==> src/rtl/spi_ram_master_if.sv <==
// Host-side command/response bundle of the SPI RAM transaction controller.
// The master modport is the host; the controller attaches to the slave modport.
interface spi_ram_master_if;
  logic       cmd_valid;
  logic       cmd_ready;
  logic       cmd_rw;
  logic [7:0] cmd_addr;
  logic [7:0] cmd_wdata;
  logic       rsp_valid;
  logic [7:0] rsp_rdata;
  logic       busy;

  modport master (
    output cmd_valid, cmd_rw, cmd_addr, cmd_wdata,
    input  cmd_ready, rsp_valid, rsp_rdata, busy
  );

  modport slave (
    input  cmd_valid, cmd_rw, cmd_addr, cmd_wdata,
    output cmd_ready, rsp_valid, rsp_rdata, busy
  );
endinterface

==> src/rtl/spi_ram_master.sv <==
// Turns one host write/read command into the address + data SPI frames of the
// slave/RAM wrapper, then captures the serial read-back and returns a response.
module spi_ram_master #(
  parameter int GAP_CYCLES = 1,
  parameter int RD_WAIT    = 2
) (
  input  logic                clk,
  input  logic                rst,
  spi_ram_master_if.slave     host,
  output logic                ss_n,
  output logic                MOSI,
  input  logic                MISO
);

  localparam int GAP_W  = (GAP_CYCLES > 1) ? $clog2(GAP_CYCLES) : 1;
  localparam int WAIT_W = (RD_WAIT > 1) ? $clog2(RD_WAIT) : 1;
  localparam logic [GAP_W-1:0]  GAP_LAST  = GAP_W'(GAP_CYCLES - 1);
  localparam logic [WAIT_W-1:0] WAIT_LAST = WAIT_W'(RD_WAIT - 1);

  typedef enum logic [2:0] {
    ST_IDLE,
    ST_ADDR_FRM,
    ST_GAP1,
    ST_DATA_FRM,
    ST_RD_WAIT,
    ST_RD_SHIFT,
    ST_GAP2
  } state_t;

  state_t              state, state_nxt;
  logic [3:0]          bit_cnt;
  logic [GAP_W-1:0]    gap_cnt;
  logic [WAIT_W-1:0]   wait_cnt;
  logic                cmd_rw_q;
  logic [7:0]          addr_q;
  logic [7:0]          wdata_q;
  logic [7:0]          rx_shift;
  logic [7:0]          rsp_rdata_q;
  logic [9:0]          frame_word;

  // A frame is the slave's command-check bit (W[9]) followed by W[9..0].
  function automatic logic frame_bit(input logic [9:0] w, input logic [3:0] cnt);
    if (cnt == 4'd0)
      return w[9];
    else if (cnt > 4'd10)
      return 1'b0;
    else
      return w[4'd10 - cnt];
  endfunction

  always_comb begin
    if (state == ST_ADDR_FRM)
      frame_word = {cmd_rw_q, 1'b0, addr_q};
    else if (cmd_rw_q)
      frame_word = 10'h300;
    else
      frame_word = {2'b01, wdata_q};
  end

  always_ff @(posedge clk) begin
    if (rst) begin
      state       <= ST_IDLE;
      bit_cnt     <= '0;
      gap_cnt     <= '0;
      wait_cnt    <= '0;
      rsp_rdata_q <= 8'h00;
    end else begin
      state <= state_nxt;
      // Every state change restarts all counters, so none can pass its terminal count.
      if (state_nxt != state) begin
        bit_cnt  <= '0;
        gap_cnt  <= '0;
        wait_cnt <= '0;
      end else begin
        case (state)
          ST_ADDR_FRM, ST_DATA_FRM, ST_RD_SHIFT: bit_cnt  <= bit_cnt + 4'd1;
          ST_GAP1, ST_GAP2:                      gap_cnt  <= gap_cnt + GAP_W'(1);
          ST_RD_WAIT:                            wait_cnt <= wait_cnt + WAIT_W'(1);
          default: ;
        endcase
      end
      if (state == ST_RD_SHIFT && bit_cnt == 4'd7)
        rsp_rdata_q <= {rx_shift[6:0], MISO};
      else if (state == ST_DATA_FRM && bit_cnt == 4'd10 && !cmd_rw_q)
        rsp_rdata_q <= 8'h00;
    end
  end

  // Command fields and receive shifter carry data only; no reset needed.
  always_ff @(posedge clk) begin
    if (state == ST_IDLE && host.cmd_valid) begin
      cmd_rw_q <= host.cmd_rw;
      addr_q   <= host.cmd_addr;
      wdata_q  <= host.cmd_wdata;
    end
    if (state == ST_RD_SHIFT)
      rx_shift <= {rx_shift[6:0], MISO};
  end

  always_comb begin
    state_nxt      = state;
    ss_n           = 1'b1;
    MOSI           = 1'b0;
    host.cmd_ready = 1'b0;
    host.rsp_valid = 1'b0;
    case (state)
      ST_IDLE: begin
        host.cmd_ready = 1'b1;
        if (host.cmd_valid) state_nxt = ST_ADDR_FRM;
      end
      ST_ADDR_FRM: begin
        ss_n = 1'b0;
        MOSI = frame_bit(frame_word, bit_cnt);
        if (bit_cnt == 4'd10) state_nxt = ST_GAP1;
      end
      ST_GAP1: begin
        if (gap_cnt == GAP_LAST) state_nxt = ST_DATA_FRM;
      end
      ST_DATA_FRM: begin
        ss_n = 1'b0;
        MOSI = frame_bit(frame_word, bit_cnt);
        if (bit_cnt == 4'd10) state_nxt = cmd_rw_q ? ST_RD_WAIT : ST_GAP2;
      end
      ST_RD_WAIT: begin
        ss_n = 1'b0;
        if (wait_cnt == WAIT_LAST) state_nxt = ST_RD_SHIFT;
      end
      ST_RD_SHIFT: begin
        ss_n = 1'b0;
        if (bit_cnt == 4'd7) state_nxt = ST_GAP2;
      end
      ST_GAP2: begin
        host.rsp_valid = (gap_cnt == '0);
        if (gap_cnt == GAP_LAST) state_nxt = ST_IDLE;
      end
      default: state_nxt = ST_IDLE;
    endcase
  end

  assign host.busy      = (state != ST_IDLE);
  assign host.rsp_rdata = rsp_rdata_q;

endmodule

==> src/flat_wrapper.sv <==
// flat-port wrapper written by rule: the top's interface ports become plain ports
module spi_ram_master_flat 
#(
  parameter int GAP_CYCLES = 1,
  parameter int RD_WAIT    = 2
)
  (clk, rst, ss_n, MOSI, MISO, host_cmd_valid, host_cmd_rw, host_cmd_addr, host_cmd_wdata, host_cmd_ready, host_rsp_valid, host_rsp_rdata, host_busy);
  spi_ram_master_if host_i ();
  input  logic clk;
  input  logic rst;
  output logic ss_n;
  output logic MOSI;
  input  logic MISO;
  input wire logic [$bits(host_i.cmd_valid)-1:0] host_cmd_valid;
  input wire logic [$bits(host_i.cmd_rw)-1:0] host_cmd_rw;
  input wire logic [$bits(host_i.cmd_addr)-1:0] host_cmd_addr;
  input wire logic [$bits(host_i.cmd_wdata)-1:0] host_cmd_wdata;
  output wire logic [$bits(host_i.cmd_ready)-1:0] host_cmd_ready;
  output wire logic [$bits(host_i.rsp_valid)-1:0] host_rsp_valid;
  output wire logic [$bits(host_i.rsp_rdata)-1:0] host_rsp_rdata;
  output wire logic [$bits(host_i.busy)-1:0] host_busy;
  assign host_i.cmd_valid = host_cmd_valid;
  assign host_i.cmd_rw = host_cmd_rw;
  assign host_i.cmd_addr = host_cmd_addr;
  assign host_i.cmd_wdata = host_cmd_wdata;
  assign host_cmd_ready = host_i.cmd_ready;
  assign host_rsp_valid = host_i.rsp_valid;
  assign host_rsp_rdata = host_i.rsp_rdata;
  assign host_busy = host_i.busy;
  spi_ram_master #(.GAP_CYCLES(GAP_CYCLES), .RD_WAIT(RD_WAIT)) u_core (.clk(clk), .rst(rst), .host(host_i), .ss_n(ss_n), .MOSI(MOSI), .MISO(MISO));
endmodule
==> config.mk <==
export PLATFORM = sky130hd
export DESIGN_NAME = spi_ram_master_flat
export DESIGN_NICKNAME = d
export VERILOG_FILES = /design/src/rtl/spi_ram_master_if.sv /design/src/rtl/spi_ram_master.sv /design/src/flat_wrapper.sv
export SDC_FILE = /design/constraint.sdc
export NUM_CORES = 1
export LEC_CHECK = 0
export CAP_MARGIN = 10
export CORE_MARGIN = 4
export CORE_UTILIZATION = 46
export CTS_CLUSTER_SIZE = 20
export DETAILED_ROUTE_END_ITERATION = 7
export HOLD_SLACK_MARGIN = 0.15
export PLACE_DENSITY = 0.74
export SYNTH_ARGS = -nofsm -noshare
export SYNTH_HDL_FRONTEND = slang
export SYNTH_SLANG_ARGS = --single-unit
==> constraint.sdc <==
create_clock -name clk -period 2.2 [get_ports clk]
set_clock_uncertainty 0.05 [all_clocks]
set_input_delay 0.22 -clock clk [delete_from_list [all_inputs] [get_ports clk]]
set_output_delay 0.22 -clock clk [all_outputs]
set_load 0.02 [all_outputs]
Run 1, cell area per tile:
(4 px per um) The die is cut into 7 by 7 equal tiles; black is low, pale yellow is high, 0 to 100% covered.
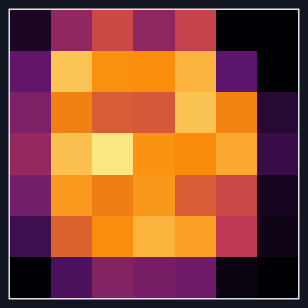
mean over tiles: 47%
nearly empty tiles: 10%
tiles over 75% full: 29%
densest ninth of the die: center

Run 1, where the registers sit:
(4 px per um) Other sequential cells in the stronger gray, the rest of the logic in the fainter gray.
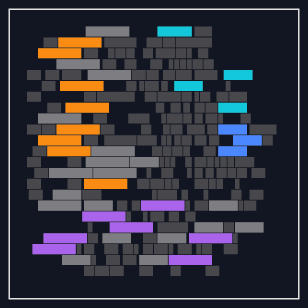
legend:
  cyan:
    signal: u_core.bit_cnt
    placed_flops: 4
  orange:
    signal: u_core.addr_q
    placed_flops: 8
  purple:
    signal: u_core.rx_shift
    placed_flops: 7
  blue:
    signal: u_core.state
    placed_flops: 3
not colored: 19

Run 1, signal wires on met2:
(4 px per um)
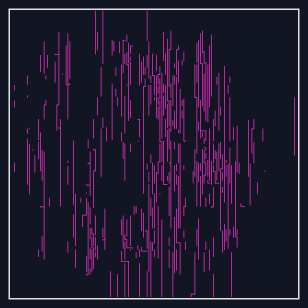
share of all routed wire: 50%
longest straight run: 34.0 um
nets with wire on the layer: 200
wire length on this layer: 1890 um
main direction: vertical

==> out/metrics.yaml, run 1 <==
pwr:
  irDropWorstVdd_v: 0.000539
  power.total_uw: 1520
  p_int_uw: 1160
  powerSeq_uw: 845
  p_per_area_nw_per_um2: 608
  swShare: 0.237
  p_switching_uw: 361
  power_frac_clock: 0.330
  power-top-group: "sequential cells"
  pg_clk_uw: 503
  p_leak_uw: 0.000865
  comb_power_share: 0.115
  power_frac_seq: 0.554
  p_comb_uw: 176
finish:
  final_layout_size_suffix_gt1_frac: 0.208
  inverters: 7
  layout_top_cell: "clkdlybuf4s50_1"
  clockNetworkAreaShare: 0.0375
  largest_cell_class: "sequential cells"
  clkbuf_count: 5
  comb_share: 0.313
  diodes: 0
  sh_seq_area: 0.425
  comb_cells: 100
  seqCellArea_um2: 1060
  final_util: 0.631
  nFlopsAndLatches: 41
  nNonClkBuffers: 51
  final_cell_mix: "31 x clkdlybuf4s50_1, 24 x edfxtp_1, 20 x nor2_1, 18 x buf_4, 16 x dfxtp_1"
  fillCellCount: 307
  multiInputGateArea_um2: 785
  nNetsFinal: 230
  nonClkBufAreaFrac: 0.187
  design_area_um2: 2500
  area_growth_pct: 32.8
final_timing:
  max_freq_mhz: 399
  drv_slew: 0
  fin_ws_ns: -0.307
  setup_tns_ns: -0.307
  post-route-period-util: 1.14
  hold_ws_ns: 0.410
  worst_pin_slew_ns: 0.530
  hold_viol_final: 0
  setup_viol: 1
  finalCriticalPeriod_ns: 2.51
  grt_setup_unrepaired: "true"
outcome:
  violations: "negative setup slack"
  outcome: "finished, violations left"
drt:
  dr_wl_met3_um: 226
  viasPerCell: 5.31
  highest_layer: "met4"
  wirelength_met1_mm: 1.61
  wl_per_cell_um: 14.6
  firstDrtPassIters: 4
  drc: 0
  finalWirelength_mm: 3.75
  drtIter0Drc: 121
  dr_wl_met2_mm: 1.89
  vias: 1365
  final_antenna_net_count: 0
global_route:
  grt_usage: 0.159
  grt_start_max_net_pins: 18
  use_met3: 0.0554
  grt_pass1_wl_mm: 6.34
  grt_pass1_vias: 1385
  overflow: 0
  gr-usage-met1: 0.198
  busiest_layer: "met2"
  antenna_found_initial: 0
  use_met2: 0.261
synth:
  ys_seq_frac: 0.563
  logic_family: "simple AND/OR/NAND/NOR gates"
  async_reset_ff_frac: 0
  xor_share: 0.0319
  fp_nets: 179
  netlist_top_cells_area: "edfxtp_1 38%, dfxtp_1 18%, nor2_1 4.0%"
  synth_top_area_share: 0.382
  synth_flops: 41
  yosys.area_share.simple: 0.157
  avgSynthCellArea_um2: 12.2
  edf_count: 24
  ys_cells: 155
  flop_cell: "edfxtp_1"
  netlist_instances: 155
  mux_area_frac: 0.0730
  yosys.area_share.adder: 0.0199
  top_area_cell: "edfxtp_1"
  compound_area_frac: 0.122
  synth_top_cell_by_count: "edfxtp_1"
  synth_cell_types: 49
  yosysWarnings: 0
  yosys_area_um2: 1890
  synth_area_um2: 1890
  synth.top_cells.by_count: "24 x edfxtp_1, 20 x nor2_1, 17 x dfxtp_1"
cts:
  tritoncts: "yes"
  cts_buffer_depth: 2
  cts_buffers: 5
  post-cts-setup-buffer-count: 0
  insertion_delay_ns: 0.30
  cts_resized: 8
  clkTransAtPathRegs_ns: 0.08
  clock_sinks: 41
  ctsHoldBuffers: 0
  htree_levels: 2
  root_buffer: "clkbuf_8"
place:
  dp_cells: 249
  gp_congestion: 0.899
  port_buffers: 33
  pre_cts_slack_ns: -0.477
  dpl.hpwl_mm: 2.85
  place_area_um2: 2400
die:
  top_level_ports: 34
  taps: 50
  floorplan.core_util: 0.475
  die_x_um: 72.0
  num_rows: 23
  coreArea_um2: 3970
  die_h_um: 72.0
  dieArea_um2: 5190
min_path:
  holdPathStages: 0
  whs_endpoint: "u_core.rx_shift[2]$_DFFE_PN_"
  worstHoldStart: "u_core.rx_shift[1]$_DFFE_PN_"
  worstHoldPathType: "register to register"
setup_path:
  cp.depth: 8
  cp.required_ns: 1.93
  rr_worst_depth: 7
  criticalPathCategory: "register to primary output"
  path_cells: "clkinvlp_4 -> ha_4 -> or3b_4 -> a211o_1 -> a21oi_2 -> a32oi_1 -> a21bo_2 -> buf_6"
  timing.critical_path.arrival_ns: 2.24
  cp-endpoint: "MOSI"
  reg2reg_to: "u_core.bit_cnt[0]$_SDFFE_PP0P_"
  r2r-start: "u_core.bit_cnt[0]$_SDFFE_PP0P_"
  worst_setup_path_end_kind: "primary output"
  startpoint: "u_core.bit_cnt[0]$_SDFFE_PP0P_"
  crit_family: "AND-OR/OR-AND gates"
  r2r_setup_slack_ns: 0.17
  cpPeakStageDelay_ns: 0.38
  critPathSlowestCell: "dfxtp_4"
flow_run:
  maxCapViolCount: 0
  tool_warnings: 31
==> run 1 -> run 2 <==
- CORE_MARGIN: 4 -> 10
- SLEW_MARGIN: unset -> 25
Run 2, where the registers sit:
(4 px per um) Other sequential cells in the stronger gray, the rest of the logic in the fainter gray.
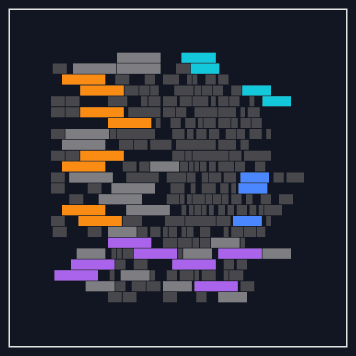
Seq power: 845 uW
fraction of area in registers: 0.422

==> out/metrics.yaml, run 2 <==
outcome:
  outcome: "finished, violations left"
  violations: "negative setup slack"
drt:
  drtIter0Drc: 149  # +23%
  wl_per_cell_um: 15.7  # +7.8%
  finalWirelength_mm: 4.07  # +8.6%
  vias: 1417  # +3.8%
  wirelength_met1_mm: 1.70  # +5.4%
  dr_wl_met2_mm: 2.12  # +12%
  final_antenna_net_count: 0  # unchanged
  firstDrtPassIters: 4  # unchanged
  drc: 0  # unchanged
  highest_layer: "met4"
  viasPerCell: 5.47  # +3.0%
global_route:
  busiest_layer: "met2"
  grt_start_max_net_pins: 18  # unchanged
  overflow: 0  # unchanged
  grt_usage: 0.119  # -0.0405
  use_met2: 0.198  # -0.0634
  grt_pass1_wl_mm: 6.93  # +9.4%
  use_met3: 0.0410  # -0.0144
  antenna_found_initial: 0  # unchanged
place:
  dp_cells: 251  # +0.80%
  place_area_um2: 2410  # +0.63%
  gp_congestion: 0.883  # -1.8%
  pre_cts_slack_ns: -0.499  # -0.0216 ns
  port_buffers: 33  # unchanged
cts:
  cts_buffer_depth: 2  # unchanged
  tritoncts: "yes"
  root_buffer: "clkbuf_8"
  cts_buffers: 5  # unchanged
  cts_resized: 9  # +1
  clock_sinks: 41  # unchanged
  htree_levels: 2  # unchanged
  insertion_delay_ns: 0.29  # about the same
  clkTransAtPathRegs_ns: 0.08  # about the same
pwr:
  swShare: 0.232  # -0.00558
  pg_clk_uw: 479  # -4.8%
  power_frac_seq: 0.562  # +0.008
  power_frac_clock: 0.318  # -0.012
  comb_power_share: 0.119  # +0.004
final_timing:
  fin_ws_ns: -0.362  # -0.0549 ns
  drv_slew: 0  # unchanged
  hold_viol_final: 0  # unchanged
  setup_viol: 1  # unchanged
  worst_pin_slew_ns: 0.559  # +0.0290 ns
  finalCriticalPeriod_ns: 2.56  # +0.0549 ns
  max_freq_mhz: 390  # -2.1%
  hold_ws_ns: 0.412  # +0.00293 ns
flow_run:
  maxCapViolCount: 0  # unchanged
synth:
  yosys_area_um2: 1890  # unchanged
  mux_area_frac: 0.0730  # unchanged
  edf_count: 24  # unchanged
  synth_cell_types: 49  # unchanged
  ys_seq_frac: 0.563  # unchanged
  xor_share: 0.0319  # unchanged
  fp_nets: 179  # unchanged
  yosys.area_share.adder: 0.0199  # unchanged
  netlist_instances: 155  # unchanged
  flop_cell: "edfxtp_1"
  yosys.area_share.simple: 0.157  # unchanged
  synth_top_cell_by_count: "edfxtp_1"
  synth.top_cells.by_count: "24 x edfxtp_1, 20 x nor2_1, 17 x dfxtp_1"
  compound_area_frac: 0.122  # unchanged
  synth_top_area_share: 0.382  # unchanged
finish:
  area_growth_pct: 33.7
  final_layout_size_suffix_gt1_frac: 0.215  # +0.00758
  diodes: 0  # unchanged
  nNonClkBuffers: 53  # +3.9%
  nonClkBufAreaFrac: 0.193  # +0.00574
  final_util: 0.635  # +0.00410
  final_cell_mix: "30 x clkdlybuf4s50_1, 24 x edfxtp_1, 20 x nor2_1, 20 x buf_4, 16 x dfxtp_1"
  seqCellArea_um2: 1060  # unchanged
  nNetsFinal: 232  # +0.87%
  largest_cell_class: "sequential cells"
  multiInputGateArea_um2: 791  # +0.80%
  design_area_um2: 2520  # +0.65%
  layout_top_cell: "clkdlybuf4s50_1"
  clockNetworkAreaShare: 0.0342  # -0.00322
setup_path:
  rr_worst_depth: 7  # unchanged
  cpPeakStageDelay_ns: 0.40  # +0.02 ns
  path_cells: "clkinvlp_4 -> ha_4 -> or3b_4 -> o41ai_4 -> a32o_1 -> a32oi_1 -> a21bo_2 -> buf_6"
  cp.required_ns: 1.93  # about the same
  cp-endpoint: "MOSI"
  critPathSlowestCell: "or3b_4"
  worst_setup_path_end_kind: "primary output"
  startpoint: "u_core.bit_cnt[0]$_SDFFE_PP0P_"
  r2r-start: "u_core.bit_cnt[0]$_SDFFE_PP0P_"
die:
  taps: 50  # unchanged
  top_level_ports: 34  # unchanged
  num_rows: 23  # unchanged
  coreArea_um2: 3970  # unchanged
  floorplan.core_util: 0.475  # unchanged
  die_h_um: 84.0  # +17%
  die_x_um: 84.0  # +17%
  dieArea_um2: 7060  # +36%
min_path:
  holdPathStages: 0  # unchanged
==> run 2 -> run 3 <==
- PLACE_DENSITY: 0.74 -> unset
- PLACE_DENSITY_LB_ADDON: unset -> 0.15
Run 3, clock wiring as the flow saved it:
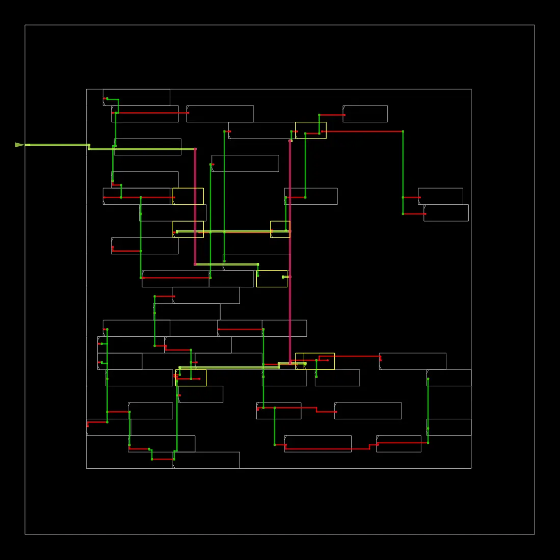
TritonCTS Buffers: 5
clk latency late pin: 0.30 ns
P_clk: 521 uW

==> out/metrics.yaml, run 3 <==
finish:
  final_cell_mix: "30 x clkdlybuf4s50_1, 24 x edfxtp_1, 20 x nor2_1, 17 x buf_4, 16 x dfxtp_1"
  final_layout_size_suffix_gt1_frac: 0.208  # -0.00758
  nNetsFinal: 230  # -0.86%
  comb_share: 0.312
  layout_top_cell: "clkdlybuf4s50_1"
  final_util: 0.632  # -0.00284
  nonClkBufAreaFrac: 0.189  # -0.00362
  largest_cell_class: "sequential cells"
  seqCellArea_um2: 1060  # unchanged
  diodes: 0  # unchanged
  nNonClkBuffers: 51  # -3.8%
  design_area_um2: 2510  # -0.45%
  area_growth_pct: 33.1
  clockNetworkAreaShare: 0.0379  # +0.00364
  multiInputGateArea_um2: 782  # -1.1%
global_route:
  grt_usage: 0.114  # -0.00413
  overflow: 0  # unchanged
  use_met3: 0.0527  # +0.0117
  busiest_layer: "met2"
  grt_start_max_net_pins: 18  # unchanged
  use_met2: 0.183  # -0.0152
  antenna_found_initial: 0  # unchanged
  grt_pass1_wl_mm: 6.69  # -3.5%
drt:
  finalWirelength_mm: 4.02  # -1.2%
  drc: 0  # unchanged
  final_antenna_net_count: 0  # unchanged
  drtIter0Drc: 148  # -0.67%
  vias: 1374  # -3.0%
  wirelength_met1_mm: 1.76  # +3.7%
  highest_layer: "met4"
  firstDrtPassIters: 4  # unchanged
  dr_wl_met2_mm: 1.93  # -8.9%
  viasPerCell: 5.35  # -2.3%
cts:
  tritoncts: "yes"
  clock_sinks: 41  # unchanged
  root_buffer: "clkbuf_8"
  htree_levels: 2  # unchanged
  cts_buffer_depth: 2  # unchanged
  cts_resized: 10  # +1
setup_path:
  path_cells: "clkinvlp_4 -> ha_4 -> or3b_4 -> a211o_1 -> a21oi_2 -> a32oi_1 -> a21bo_2 -> buf_6"
  rr_worst_depth: 7  # unchanged
  startpoint: "u_core.bit_cnt[0]$_SDFFE_PP0P_"
  cp-endpoint: "MOSI"
  r2r-start: "u_core.bit_cnt[0]$_SDFFE_PP0P_"
  worst_setup_path_end_kind: "primary output"
  critPathSlowestCell: "dfxtp_4"
outcome:
  violations: "negative setup slack"
  outcome: "finished, violations left"
die:
  die_x_um: 84.0  # unchanged
  coreArea_um2: 3970  # unchanged
  die_h_um: 84.0  # unchanged
  floorplan.core_util: 0.475  # unchanged
  top_level_ports: 34  # unchanged
  taps: 50  # unchanged
  dieArea_um2: 7060  # unchanged
  num_rows: 23  # unchanged
final_timing:
  hold_viol_final: 0  # unchanged
  setup_viol: 1  # unchanged
  worst_pin_slew_ns: 0.536  # -0.0231 ns
  fin_ws_ns: -0.303  # +0.0589 ns
  drv_slew: 0  # unchanged
  max_freq_mhz: 400  # +2.4%
  finalCriticalPeriod_ns: 2.50  # -0.0589 ns
  hold_ws_ns: 0.409  # -0.00386 ns
synth:
  mux_area_frac: 0.0730  # unchanged
  synth.top_cells.by_count: "24 x edfxtp_1, 20 x nor2_1, 17 x dfxtp_1"
  synth_top_area_share: 0.382  # unchanged
  edf_count: 24  # unchanged
  netlist_instances: 155  # unchanged
  yosys.area_share.adder: 0.0199  # unchanged
  synth_cell_types: 49  # unchanged
  yosys.area_share.simple: 0.157  # unchanged
  xor_share: 0.0319  # unchanged
  ys_seq_frac: 0.563  # unchanged
  compound_area_frac: 0.122  # unchanged
  fp_nets: 179  # unchanged
  flop_cell: "edfxtp_1"
  yosys_area_um2: 1890  # unchanged
  synth_top_cell_by_count: "edfxtp_1"
place:
  pre_cts_slack_ns: -0.500  # -0.00176 ns
  dp_cells: 249  # -0.80%
  place_area_um2: 2400  # -0.62%
  gp_congestion: 0.841  # -4.7%
pwr:
  powerSeq_uw: 846  # about the same
  power_frac_clock: 0.338  # +0.020
  power_frac_seq: 0.549  # -0.013
  swShare: 0.228  # -0.00315
min_path:
  whs_endpoint: "u_core.rx_shift[2]$_DFFE_PN_"
Power figures rest on the tool's default switching activity, not on a simulated workload.
